===== src/rtl/mem_port_arbiter_pkg.sv =====
// Shared types and helpers for the memory-port arbiter: FSM states,
// line layout and line-address alignment.
package mem_arb_pkg;

    localparam int LINE_WORDS = 4;
    localparam int ARB_DATA_W = 32;

    typedef logic [LINE_WORDS-1:0][ARB_DATA_W-1:0] line_t;

    typedef enum logic [2:0] {
        ST_IDLE   = 3'd0,
        ST_WRITE  = 3'd1,
        ST_READ   = 3'd2,
        ST_DONE_W = 3'd3,
        ST_DONE_R = 3'd4
    } arb_state_e;

    // Aligns any address (up to 64 bits) to its 4-word line.
    function automatic logic [63:0] line_addr(input logic [63:0] addr);
        return {addr[63:2], 2'b00};
    endfunction

endpackage


===== src/rtl/mem_port_arbiter_if.sv =====
// Bus bundle between the cache/write-buffer pair, the arbiter and memory.
// master = arbiter view, slave = environment (cache, buffer, memory) view.
interface mem_port_arbiter_if #(
    parameter int ADDR_W = 32,
    parameter int DATA_W = 32
);
    import mem_arb_pkg::*;

    logic [LINE_WORDS-1:0]             wb_head_valid;
    logic [LINE_WORDS-1:0][ADDR_W-1:0] wb_head_addr;
    logic [LINE_WORDS-1:0][DATA_W-1:0] wb_head_data;
    logic                              wb_full;
    logic                              wb_pop;

    logic                              rd_req_valid;
    logic [ADDR_W-1:0]                 rd_req_addr;
    logic                              rd_hazard;
    logic                              rd_resp_valid;
    logic [LINE_WORDS-1:0][DATA_W-1:0] rd_resp_data;

    logic                              mem_req_valid;
    logic                              mem_req_we;
    logic [ADDR_W-1:0]                 mem_req_addr;
    logic [LINE_WORDS-1:0][DATA_W-1:0] mem_req_wdata;
    logic [LINE_WORDS-1:0]             mem_req_mask;
    logic                              mem_resp_valid;
    logic [LINE_WORDS-1:0][DATA_W-1:0] mem_resp_rdata;

    modport master (
        input  wb_head_valid, wb_head_addr, wb_head_data, wb_full,
        output wb_pop,
        input  rd_req_valid, rd_req_addr, rd_hazard,
        output rd_resp_valid, rd_resp_data,
        output mem_req_valid, mem_req_we, mem_req_addr, mem_req_wdata, mem_req_mask,
        input  mem_resp_valid, mem_resp_rdata
    );

    modport slave (
        output wb_head_valid, wb_head_addr, wb_head_data, wb_full,
        input  wb_pop,
        output rd_req_valid, rd_req_addr, rd_hazard,
        input  rd_resp_valid, rd_resp_data,
        input  mem_req_valid, mem_req_we, mem_req_addr, mem_req_wdata, mem_req_mask,
        output mem_resp_valid, mem_resp_rdata
    );

endinterface


===== src/rtl/mem_port_arbiter_grant.sv =====
// Idle-state grant policy: forced writes (full buffer, RAW hazard, read
// streak exhausted, nothing else to do) beat reads; hazarded reads wait.
module mem_arb_grant #(
    parameter int READ_STREAK_MAX = 4,
    parameter int STREAK_W        = 3
) (
    input  logic                wr_pending,
    input  logic                rd_valid,
    input  logic                rd_hazard,
    input  logic                wb_full,
    input  logic [STREAK_W-1:0] streak,
    output logic                grant_w,
    output logic                grant_r
);

    // Priority decision evaluated every idle cycle.
    always_comb begin
        grant_w = 1'b0;
        grant_r = 1'b0;
        if (wr_pending && (wb_full || (rd_hazard && rd_valid) ||
                           (streak >= STREAK_W'(READ_STREAK_MAX)) || !rd_valid)) begin
            grant_w = 1'b1;
        end else if (rd_valid && !rd_hazard) begin
            grant_r = 1'b1;
        end else begin
            grant_w = 1'b0;
            grant_r = 1'b0;
        end
    end

endmodule


===== src/rtl/mem_port_arbiter.sv =====
// Single memory port shared by write-buffer drains and read-miss refills,
// one transaction at a time, with read-after-write ordering protection.
module mem_port_arbiter
    import mem_arb_pkg::*;
#(
    parameter int READ_STREAK_MAX = 4,
    parameter int ADDR_W          = 32,
    parameter int DATA_W          = 32
) (
    input  logic                 clk,
    input  logic                 rst_n,
    mem_port_arbiter_if.master   bus
);

    localparam int STREAK_W = $clog2(READ_STREAK_MAX + 1);

    arb_state_e                        state_r;
    logic [STREAK_W-1:0]               streak_r;
    logic                              wr_at_grant_r;
    logic                              wb_pop_r;
    logic                              rd_resp_valid_r;
    logic [LINE_WORDS-1:0][DATA_W-1:0] rd_resp_data_r;
    logic                              mem_valid_r;
    logic                              mem_we_r;
    logic [ADDR_W-1:0]                 mem_addr_r;
    logic [LINE_WORDS-1:0][DATA_W-1:0] mem_wdata_r;
    logic [LINE_WORDS-1:0]             mem_mask_r;

    logic                              wr_pending_s;
    logic                              grant_w_s;
    logic                              grant_r_s;
    logic [1:0]                        low_idx_s;

    assign wr_pending_s = |bus.wb_head_valid;

    mem_arb_grant #(
        .READ_STREAK_MAX (READ_STREAK_MAX),
        .STREAK_W        (STREAK_W)
    ) u_grant (
        .wr_pending (wr_pending_s),
        .rd_valid   (bus.rd_req_valid),
        .rd_hazard  (bus.rd_hazard),
        .wb_full    (bus.wb_full),
        .streak     (streak_r),
        .grant_w    (grant_w_s),
        .grant_r    (grant_r_s)
    );

    // Lowest-indexed valid word of the head line supplies the write address.
    always_comb begin
        low_idx_s = 2'd0;
        casez (bus.wb_head_valid)
            4'b???1: low_idx_s = 2'd0;
            4'b??10: low_idx_s = 2'd1;
            4'b?100: low_idx_s = 2'd2;
            4'b1000: low_idx_s = 2'd3;
            default: low_idx_s = 2'd0;
        endcase
    end

    // Transaction FSM; all bus outputs are registered here.
    always_ff @(posedge clk or negedge rst_n) begin
        if (!rst_n) begin
            state_r         <= ST_IDLE;
            streak_r        <= '0;
            wr_at_grant_r   <= 1'b0;
            wb_pop_r        <= 1'b0;
            rd_resp_valid_r <= 1'b0;
            rd_resp_data_r  <= '0;
            mem_valid_r     <= 1'b0;
            mem_we_r        <= 1'b0;
            mem_addr_r      <= '0;
            mem_wdata_r     <= '0;
            mem_mask_r      <= '0;
        end else begin
            case (state_r)
                ST_IDLE: begin
                    if (grant_w_s) begin
                        state_r     <= ST_WRITE;
                        mem_valid_r <= 1'b1;
                        mem_we_r    <= 1'b1;
                        mem_addr_r  <= ADDR_W'(line_addr(64'(bus.wb_head_addr[low_idx_s])));
                        mem_wdata_r <= bus.wb_head_data;
                        mem_mask_r  <= bus.wb_head_valid;
                    end else if (grant_r_s) begin
                        state_r       <= ST_READ;
                        mem_valid_r   <= 1'b1;
                        mem_we_r      <= 1'b0;
                        mem_addr_r    <= ADDR_W'(line_addr(64'(bus.rd_req_addr)));
                        mem_wdata_r   <= '0;
                        mem_mask_r    <= '0;
                        wr_at_grant_r <= wr_pending_s;
                    end else begin
                        state_r <= ST_IDLE;
                    end
                end
                ST_WRITE: begin
                    if (bus.mem_resp_valid) begin
                        state_r     <= ST_DONE_W;
                        mem_valid_r <= 1'b0;
                        wb_pop_r    <= 1'b1;
                        streak_r    <= '0;
                    end else begin
                        state_r <= ST_WRITE;
                    end
                end
                ST_READ: begin
                    if (bus.mem_resp_valid) begin
                        state_r         <= ST_DONE_R;
                        mem_valid_r     <= 1'b0;
                        rd_resp_valid_r <= 1'b1;
                        rd_resp_data_r  <= bus.mem_resp_rdata;
                        // Only reads that bypassed a waiting write count toward starvation.
                        if (wr_at_grant_r && (streak_r < STREAK_W'(READ_STREAK_MAX))) begin
                            streak_r <= streak_r + STREAK_W'(1);
                        end else begin
                            streak_r <= streak_r;
                        end
                    end else begin
                        state_r <= ST_READ;
                    end
                end
                ST_DONE_W, ST_DONE_R: begin
                    wb_pop_r        <= 1'b0;
                    rd_resp_valid_r <= 1'b0;
                    state_r         <= ST_IDLE;
                end
                default: begin
                    state_r         <= ST_IDLE;
                    mem_valid_r     <= 1'b0;
                    wb_pop_r        <= 1'b0;
                    rd_resp_valid_r <= 1'b0;
                end
            endcase
        end
    end

    assign bus.wb_pop        = wb_pop_r;
    assign bus.rd_resp_valid = rd_resp_valid_r;
    assign bus.rd_resp_data  = rd_resp_data_r;
    assign bus.mem_req_valid = mem_valid_r;
    assign bus.mem_req_we    = mem_we_r;
    assign bus.mem_req_addr  = mem_addr_r;
    assign bus.mem_req_wdata = mem_wdata_r;
    assign bus.mem_req_mask  = mem_mask_r;

endmodule


===== src/flat_wrapper.sv =====
// flat-port wrapper written by rule: the top's interface ports become plain ports
module mem_port_arbiter_flat import mem_arb_pkg::*;
#(
    parameter int READ_STREAK_MAX = 4,
    parameter int ADDR_W          = 32,
    parameter int DATA_W          = 32
)
  (clk, rst_n, bus_wb_head_valid, bus_wb_head_addr, bus_wb_head_data, bus_wb_full, bus_wb_pop, bus_rd_req_valid, bus_rd_req_addr, bus_rd_hazard, bus_rd_resp_valid, bus_rd_resp_data, bus_mem_req_valid, bus_mem_req_we, bus_mem_req_addr, bus_mem_req_wdata, bus_mem_req_mask, bus_mem_resp_valid, bus_mem_resp_rdata);
  mem_port_arbiter_if #(.ADDR_W(ADDR_W), .DATA_W(DATA_W)) bus_i ();
  input  logic clk;
  input  logic rst_n;
  input wire logic [$bits(bus_i.wb_head_valid)-1:0] bus_wb_head_valid;
  input wire logic [$bits(bus_i.wb_head_addr)-1:0] bus_wb_head_addr;
  input wire logic [$bits(bus_i.wb_head_data)-1:0] bus_wb_head_data;
  input wire logic [$bits(bus_i.wb_full)-1:0] bus_wb_full;
  output wire logic [$bits(bus_i.wb_pop)-1:0] bus_wb_pop;
  input wire logic [$bits(bus_i.rd_req_valid)-1:0] bus_rd_req_valid;
  input wire logic [$bits(bus_i.rd_req_addr)-1:0] bus_rd_req_addr;
  input wire logic [$bits(bus_i.rd_hazard)-1:0] bus_rd_hazard;
  output wire logic [$bits(bus_i.rd_resp_valid)-1:0] bus_rd_resp_valid;
  output wire logic [$bits(bus_i.rd_resp_data)-1:0] bus_rd_resp_data;
  output wire logic [$bits(bus_i.mem_req_valid)-1:0] bus_mem_req_valid;
  output wire logic [$bits(bus_i.mem_req_we)-1:0] bus_mem_req_we;
  output wire logic [$bits(bus_i.mem_req_addr)-1:0] bus_mem_req_addr;
  output wire logic [$bits(bus_i.mem_req_wdata)-1:0] bus_mem_req_wdata;
  output wire logic [$bits(bus_i.mem_req_mask)-1:0] bus_mem_req_mask;
  input wire logic [$bits(bus_i.mem_resp_valid)-1:0] bus_mem_resp_valid;
  input wire logic [$bits(bus_i.mem_resp_rdata)-1:0] bus_mem_resp_rdata;
  assign bus_i.wb_head_valid = bus_wb_head_valid;
  assign bus_i.wb_head_addr = bus_wb_head_addr;
  assign bus_i.wb_head_data = bus_wb_head_data;
  assign bus_i.wb_full = bus_wb_full;
  assign bus_wb_pop = bus_i.wb_pop;
  assign bus_i.rd_req_valid = bus_rd_req_valid;
  assign bus_i.rd_req_addr = bus_rd_req_addr;
  assign bus_i.rd_hazard = bus_rd_hazard;
  assign bus_rd_resp_valid = bus_i.rd_resp_valid;
  assign bus_rd_resp_data = bus_i.rd_resp_data;
  assign bus_mem_req_valid = bus_i.mem_req_valid;
  assign bus_mem_req_we = bus_i.mem_req_we;
  assign bus_mem_req_addr = bus_i.mem_req_addr;
  assign bus_mem_req_wdata = bus_i.mem_req_wdata;
  assign bus_mem_req_mask = bus_i.mem_req_mask;
  assign bus_i.mem_resp_valid = bus_mem_resp_valid;
  assign bus_i.mem_resp_rdata = bus_mem_resp_rdata;
  mem_port_arbiter #(.READ_STREAK_MAX(READ_STREAK_MAX), .ADDR_W(ADDR_W), .DATA_W(DATA_W)) u_core (.clk(clk), .rst_n(rst_n), .bus(bus_i));
endmodule

===== config.mk =====
export PLATFORM = sky130hd
export DESIGN_NAME = mem_port_arbiter_flat
export DESIGN_NICKNAME = d
export VERILOG_FILES = /design/src/rtl/mem_port_arbiter_pkg.sv /design/src/rtl/mem_port_arbiter_if.sv /design/src/rtl/mem_port_arbiter_grant.sv /design/src/rtl/mem_port_arbiter.sv /design/src/flat_wrapper.sv
export SDC_FILE = /design/constraint.sdc
export NUM_CORES = 1
export LEC_CHECK = 0
export CAP_MARGIN = 20
export CORE_AREA = 2 2 279 281
export CTS_BUF_LIST = sky130_fd_sc_hd__clkbuf_8
export DETAILED_ROUTE_END_ITERATION = 7
export DIE_AREA = 0 0 281 283
export GPL_ROUTABILITY_DRIVEN = 0
export GPL_TIMING_DRIVEN = 1
export PLACE_DENSITY = 0.39
export SLEW_MARGIN = 20
export SYNTH_ARGS = -nofsm -noshare
export SYNTH_HDL_FRONTEND = slang
export SYNTH_SLANG_ARGS = --single-unit

===== constraint.sdc =====
create_clock -name clk -period 5.6 [get_ports clk]
set_input_delay 1.12 -clock clk [delete_from_list [all_inputs] [get_ports clk]]
set_output_delay 1.12 -clock clk [all_outputs]
set_load 0.02 [all_outputs]

Run 1, cells colored by class:
Scale: 1 px per µm.
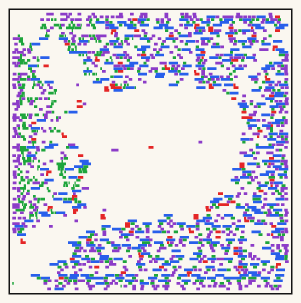
[purple] other buffers and delay cells | cells: 723 | share of their area: 35%
[red] clock drivers and dummy loads | cells: 115 | share of their area: 6.5%
[green] all other logic | cells: 553 | share of their area: 22%
[blue] flip-flops | cells: 301 | share of their area: 37%
Seq/total area: 0.344
final instance area: 21,900 µm²
core area: 76,700 µm²

Run 1, clock wiring as the flow saved it:
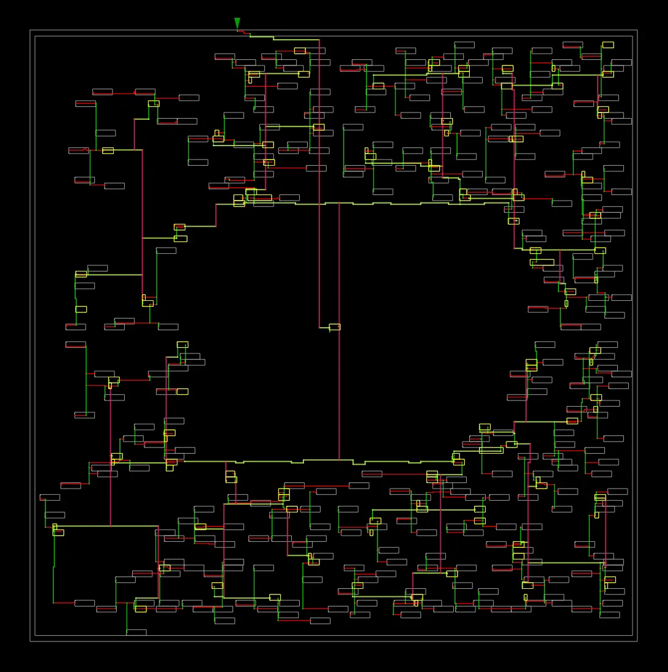
TritonCTS Buffers: 66
clk_lat worst skew: 0.61 ns
Clock Sinks: 301
flip-flops: 301
clock distribution power: 2500 µW

==> impl_metrics.csv, run 1 <==
group,metric,value,unit
run_status,outcome,"finished, final reports clean",
logic_synthesis,synth.cellmix.simpleShare,0.0774,
route,vias_per_cell,3.97,
grt,grt_usage,0.133,
layout,nNetsFinal,2072,
cts,cts.repair.resized,0,
layout,antenna_cells,3,
grt,gr-usage-met1,0.142,
route,drc,0,
placement,pre_cts_slack,2.05,ns
logic_synthesis,ys_types,33,
timing,fin_hold_ws,0.362,ns
logic_synthesis,yosysTopAreaCellShare,0.610,
logic_synthesis,xor_area_frac,0,
setup_path,crit_type,"in2reg",
timing,maxSlewHeadroom,0.246,
die,rows,102,
logic_synthesis,mappedNetlistArea,12300,µm²
power_and_ir_drop,intPower,7560,µW
layout,combGateArea,4420,µm²
setup_path,setup.worst_path.end,"u_core.bus.mem_req_wdata[59]",
logic_synthesis,synth_adder_area_share,0.00101,
setup_path,cp_max_fo,163,
setup_path,startpoint_type,"primary input",
layout,postLayoutCoreUtil,0.285,
setup_path,r2r-start,"u_core.state_r[0]",
placement,dpl.hpwl,40200,µm
setup_path,reg2regPathDepth,5,
layout,final_cells,2735,
die,die_w,281,µm
layout,seq_area,7530,µm²
cts,htree_levels,3,
cts,cts_setup_buffers,0,
timing,finalSetupViolCount,0,
grt,grt_antenna_before_repair,6,
route,wl_per_cell,19.9,µm
route,routed-wl-met3,4260,µm
logic_synthesis,netlist_logic_family_top,"AND-OR/OR-AND gates",
logic_synthesis,ys_seq_frac,0.610,
grt,grt_util_met2,0.246,
layout,area_dominant_class,"sequential cells",
power_and_ir_drop,vdd_drop_max,305,µV
grt,grt_pass1_wl,79400,µm
logic_synthesis,async_flop_share,1.00,
route,first_iter_violations,341,
logic_synthesis,postSynthCellCount,935,
timing,worst_slack,2.64,ns
flow_run,warnings,46,
grt,busiest_layer,"met2",
layout,n_all_buffers,723,
layout,bufAreaShareNonClock,0.332,
setup_path,end_kind,"register",
layout,fillCellCount,7957,
cts,hold_buffers,0,
logic_synthesis,ys_ff,301,
placement,dpl_cell_area,20500,µm²
power_and_ir_drop,leakage,0.00884,µW
setup_path,cpPeakStageDelay,0.56,ns
logic_synthesis,edf_count,0,
logic_synthesis,flop_cell,"dfrtp_1",
cts,path_clk_slew,0.06,ns
logic_synthesis,ys_cells,935,
timing,finalCritPeriodShare,0.529,
power_and_ir_drop,seqPwrFrac,0.311,
die,fp_util,0.161,
route,dr_wl_met2,29000,µm
die,chipArea,79500,µm²
grt,overflow,0,
route,ant_nets,0,
layout,comb_cells,551,
power_and_ir_drop,power,12200,µW
power_and_ir_drop,pg_comb,5880,µW
Run 1, nets reached from selected ports:
Scale: 1.5 px per µm.
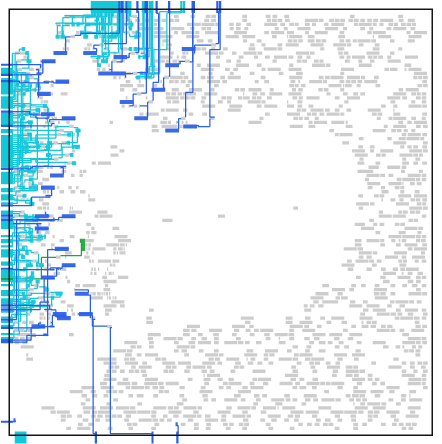
[green] bus_rd_req_valid | bits: 1 | direction: input | end cells: 3 | wire: 70.9 µm
[cyan] bus_wb_head_addr | bits: 128 | direction: input | end cells: 120 | wire: 3,410 µm
[blue] bus_mem_req_addr | bits: 32 | direction: output | end cells: 32 | wire: 1,820 µm
IO Count: 722
IO Port Bufs: 709

[run 1: Yosys cell counts (2+ instances only)]
library cell,instances
dfrtp_1,301
a22o_1,132
mux2_2,128
nand2_1,68
clkbuf_1,39
nand3_1,32
nor2b_1,32
buf_2,31
o31ai_1,31
nor3b_1,30
o211ai_1,30
o221ai_1,30
buf_6,8
a21oi_1,7
nor2_1,7
a21boi_0,2
a31oi_1,2
buf_1,2
buf_4,2
inv_1,2
mux2i_1,2
nand2b_1,2
nand3b_1,2
nor3_1,2
o21ai_0,2
or4b_2,2
[run 1: worst register-to-register path, cell delays in order (launching register included)]
cell,delay [ns]
dfrtp_1,0.50
nor3_1,0.52
o21ai_4,0.16
nor2_4,0.43
buf_12,0.39
a22o_1,0.53
Run 1, the metal 3 layer:
Scale: 1.5 px per µm. Cells faint in the background.
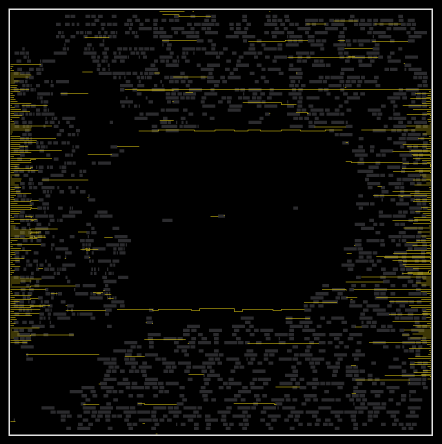

==> run 2, diff against run 1 <==
--- a/config.mk
+++ b/config.mk
@@ -12,7 +12,7 @@
 export DIE_AREA = 0 0 281 283
 export GPL_ROUTABILITY_DRIVEN = 0
 export GPL_TIMING_DRIVEN = 1
-export PLACE_DENSITY = 0.39
+export PLACE_DENSITY = 0.4
 export SLEW_MARGIN = 20
 export SYNTH_ARGS = -nofsm -noshare
 export SYNTH_HDL_FRONTEND = slang
==> constraint.sdc (replaced) <==
create_clock -name clk -period 2.5 [get_ports clk]
set_input_delay 0.5 -clock clk [delete_from_list [all_inputs] [get_ports clk]]
set_output_delay 0.5 -clock clk [all_outputs]
set_load 0.02 [all_outputs]
Run 2, the metal 3 layer:
Scale: 1.5 px per µm. Cells faint in the background.
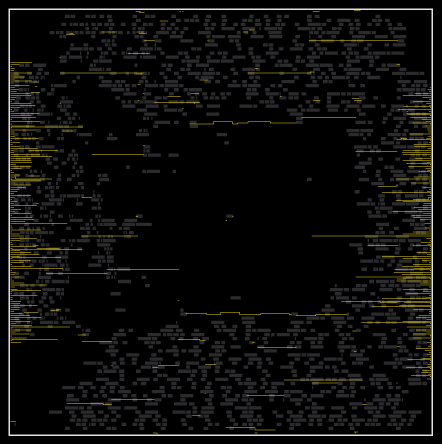
main direction: horizontal
share of all routed wire: 7.4%
Vias: 10,900
GR Layer Usage met3: 0.0381

Run 2, cells colored by class:
Scale: 1 px per µm.
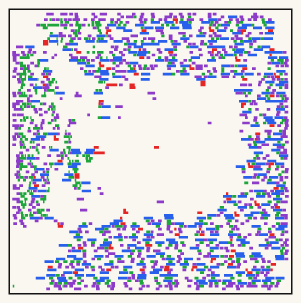
[green] all other logic | cells: 553 | share of their area: 21%
[purple] other buffers and delay cells | cells: 775 | share of their area: 37%
[red] clock drivers and dummy loads | cells: 106 | share of their area: 5.5%
[blue] flip-flops | cells: 301 | share of their area: 36%

==> impl_metrics.csv, run 2 <==
group,metric,value,unit
timing,maxSlewHeadroom,0.587,
placement,pre_cts_slack,-0.404,ns
logic_synthesis,ys_ff,301,
setup_path,end_kind,"output port",
logic_synthesis,postSynthCellCount,935,
grt,overflow,0,
power_and_ir_drop,power,27000,µW
timing,fin_hold_ws,0.353,ns
setup_path,reg2regPathDepth,5,
logic_synthesis,yosysTopAreaCellShare,0.610,
power_and_ir_drop,pg_comb,13600,µW
die,fp_util,0.161,
cts,cts_buffers,61,
logic_synthesis,ys_cells,935,
power_and_ir_drop,seqPwrFrac,0.313,
layout,final_cells,2778,
route,vias_per_cell,3.92,
cts,cts_sinks,301,
cts,hold_buffers,1,
layout,finalInstanceArea,22300,µm²
flow_run,warnings,36,
die,io_pins,722,
run_status,outcome,"finished, final reports clean",
cts,clk_latency,0.64,ns
route,wl_per_cell,19.7,µm
setup_path,cpPeakStageDelay,0.73,ns
power_and_ir_drop,intPower,16800,µW
setup_path,setup.worst_path.end,"bus_mem_req_wdata[46]",
logic_synthesis,common_cells,"301 x dfrtp_1, 132 x a22o_1, 128 x mux2_2",
cts,cts.repair.resized,0,
logic_synthesis,ys_seq_frac,0.610,
cts,path_clk_slew,0.05,ns
placement,dpl.hpwl,42700,µm
cts,cts_setup_buffers,0,
route,first_iter_violations,399,
placement,dpl_cell_area,21100,µm²
logic_synthesis,async_flop_share,1.00,
grt,grt_antenna_before_repair,4,
layout,nNetsFinal,2119,
grt,grt_pass1_wl,79800,µm
route,drc,0,
placement,numPortBuffers,709,
logic_synthesis,mappedNetlistArea,12300,µm²
route,dr_wl_met2,29000,µm
power_and_ir_drop,leakage,0.00907,µW
die,chipArea,79500,µm²
timing,finalCritPeriodShare,0.915,
==> run 2: cell count changes in the layout (fill, tap and decap cells not counted), moves of 3 or more <==
cell / change
inv_6: -3
clkinv_2: -4
buf_12: +14
buf_4: +37
clkbuf_8: -10
inv_1: +9
==> run 2: area by class of cell <==
class                      instances  area (µm²)
fill                            7926       54500
tap                             1040        1300
clock inverter                    38         220
clock buffer                      68         936
antenna                            3        7.51
inverter                           2        7.51
timing repair buffer             775        7830
sequential                       301        7530
multi-input combinational        551        4420
==> run 2: cells by family after synthesis <==
family                   Yosys count  synth area share
AND-OR/OR-AND                    237             0.158
other                              1          0.000304
multiplexers                     130             0.118
flip-flops                       301             0.610
buffers and inverters             84            0.0342
adder cells (fa/ha/maj)            1           0.00101
AND/OR/NAND/NOR                  181            0.0774
Run 2, clock wiring as the flow saved it:
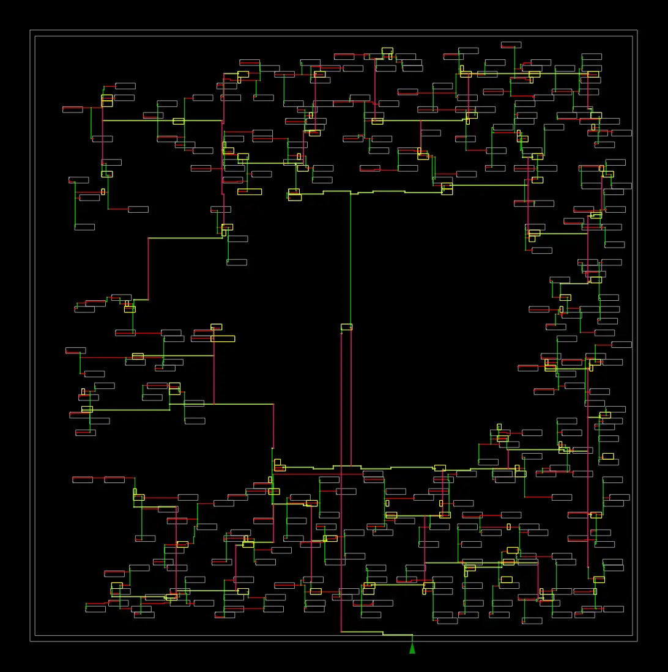

==> run 3, diff against run 2 <==
==> constraint.sdc (replaced) <==
create_clock -name clk -period 1.8 [get_ports clk]
set_input_delay 0.36 -clock clk [delete_from_list [all_inputs] [get_ports clk]]
set_output_delay 0.36 -clock clk [all_outputs]
set_load 0.02 [all_outputs]
Run 3, clock wiring as the flow saved it:
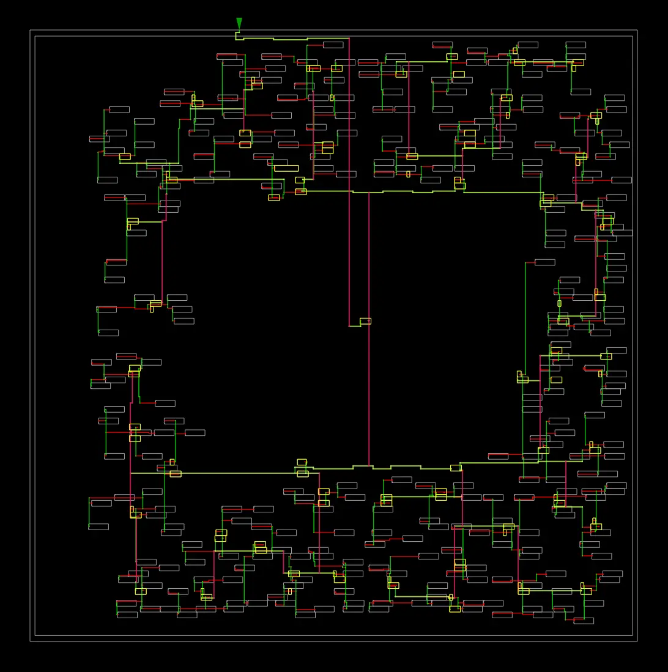
clock distribution power: 6690 µW
clk_lat worst skew: 0.63 ns
TritonCTS Buffers: 55
clk_buf instances: 69

==> impl_metrics.csv, run 3 <==
group,metric,value,unit
setup_path,end_kind,"register",
grt,grt_pass1_wl,80600,µm
layout,finalInstanceArea,22400,µm²
timing,fin_hold_ws,0.260,ns
die,chipArea,79500,µm²
setup_path,setup.worst_path.end,"u_core.bus.mem_req_wdata[41]",
logic_synthesis,yosysTopAreaCellShare,0.610,
power_and_ir_drop,power,35700,µW
timing,finalCritPeriodShare,0.996,
route,num_vias,11000,
logic_synthesis,ys_seq_frac,0.610,
cts,cts_sinks,301,
power_and_ir_drop,intPower,21500,µW
cts,cts.repair.resized,418,
grt,grt_use_met3,0.0451,
logic_synthesis,common_cells,"301 x dfrtp_1, 132 x a22o_1, 128 x mux2_2",
route,vias_per_cell,3.93,
logic_synthesis,ys_cells,935,
run_status,outcome,"finished, final reports clean",
die,io_pins,722,
power_and_ir_drop,seqPwrFrac,0.327,
flow_run,warnings,38,
cts,hold_buffers,1,
route,dr_wl_met2,29600,µm
route,drc,0,
logic_synthesis,ys_ff,301,
setup_path,cpPeakStageDelay,0.58,ns
power_and_ir_drop,pg_comb,17300,µW
placement,numPortBuffers,709,
layout,fillCellCount,7931,
cts,cts_setup_buffers,1,
logic_synthesis,postSynthCellCount,935,
route,wl_per_cell,19.7,µm
layout,final_cells,2803,
logic_synthesis,async_flop_share,1.00,
power_and_ir_drop,leakage,0.00973,µW
placement,pre_cts_slack,-0.589,ns
layout,nNetsFinal,2140,
placement,dpl.hpwl,44200,µm
Run 3, clock network drawn from the DEF:
Scale: 1.5 px per µm.
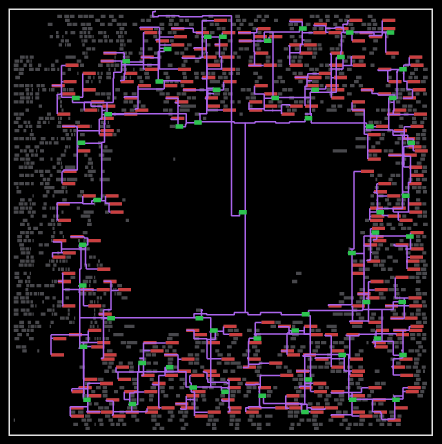
[red] flip-flops | count: 301
[green] cells driving clock nets | count: 55
[purple] clock wires | length: 5,380 µm
flops lie: spread over the die
routed clock nets: 56
Clock Skews: 0.0215 ns
Clock power frac: 0.187

[run 3: logic make-up after synthesis]
family / after synthesis / synth area share
flip-flops: 301 / 0.610
buffers and inverters: 84 / 0.0342
multiplexers: 130 / 0.118
adder cells (fa/ha/maj): 1 / 0.00101
other: 1 / 0.000304
AND-OR/OR-AND: 237 / 0.158
AND/OR/NAND/NOR: 181 / 0.0774
[run 3: cell type report]
cell class	instances	area [µm²]	area share
Tap cell	1040	1300	0.0582
Antenna cell	3	7.51	0.000336
Inverter	2	7.51	0.000336
Timing Repair Buffer	802	7940	0.355
Multi-Input combinational cell	551	4450	0.199
Sequential cell	301	7530	0.337
Clock inverter	35	183	0.00817
Clock buffer	69	950	0.0425
Power and IR drop assume default switching activity.
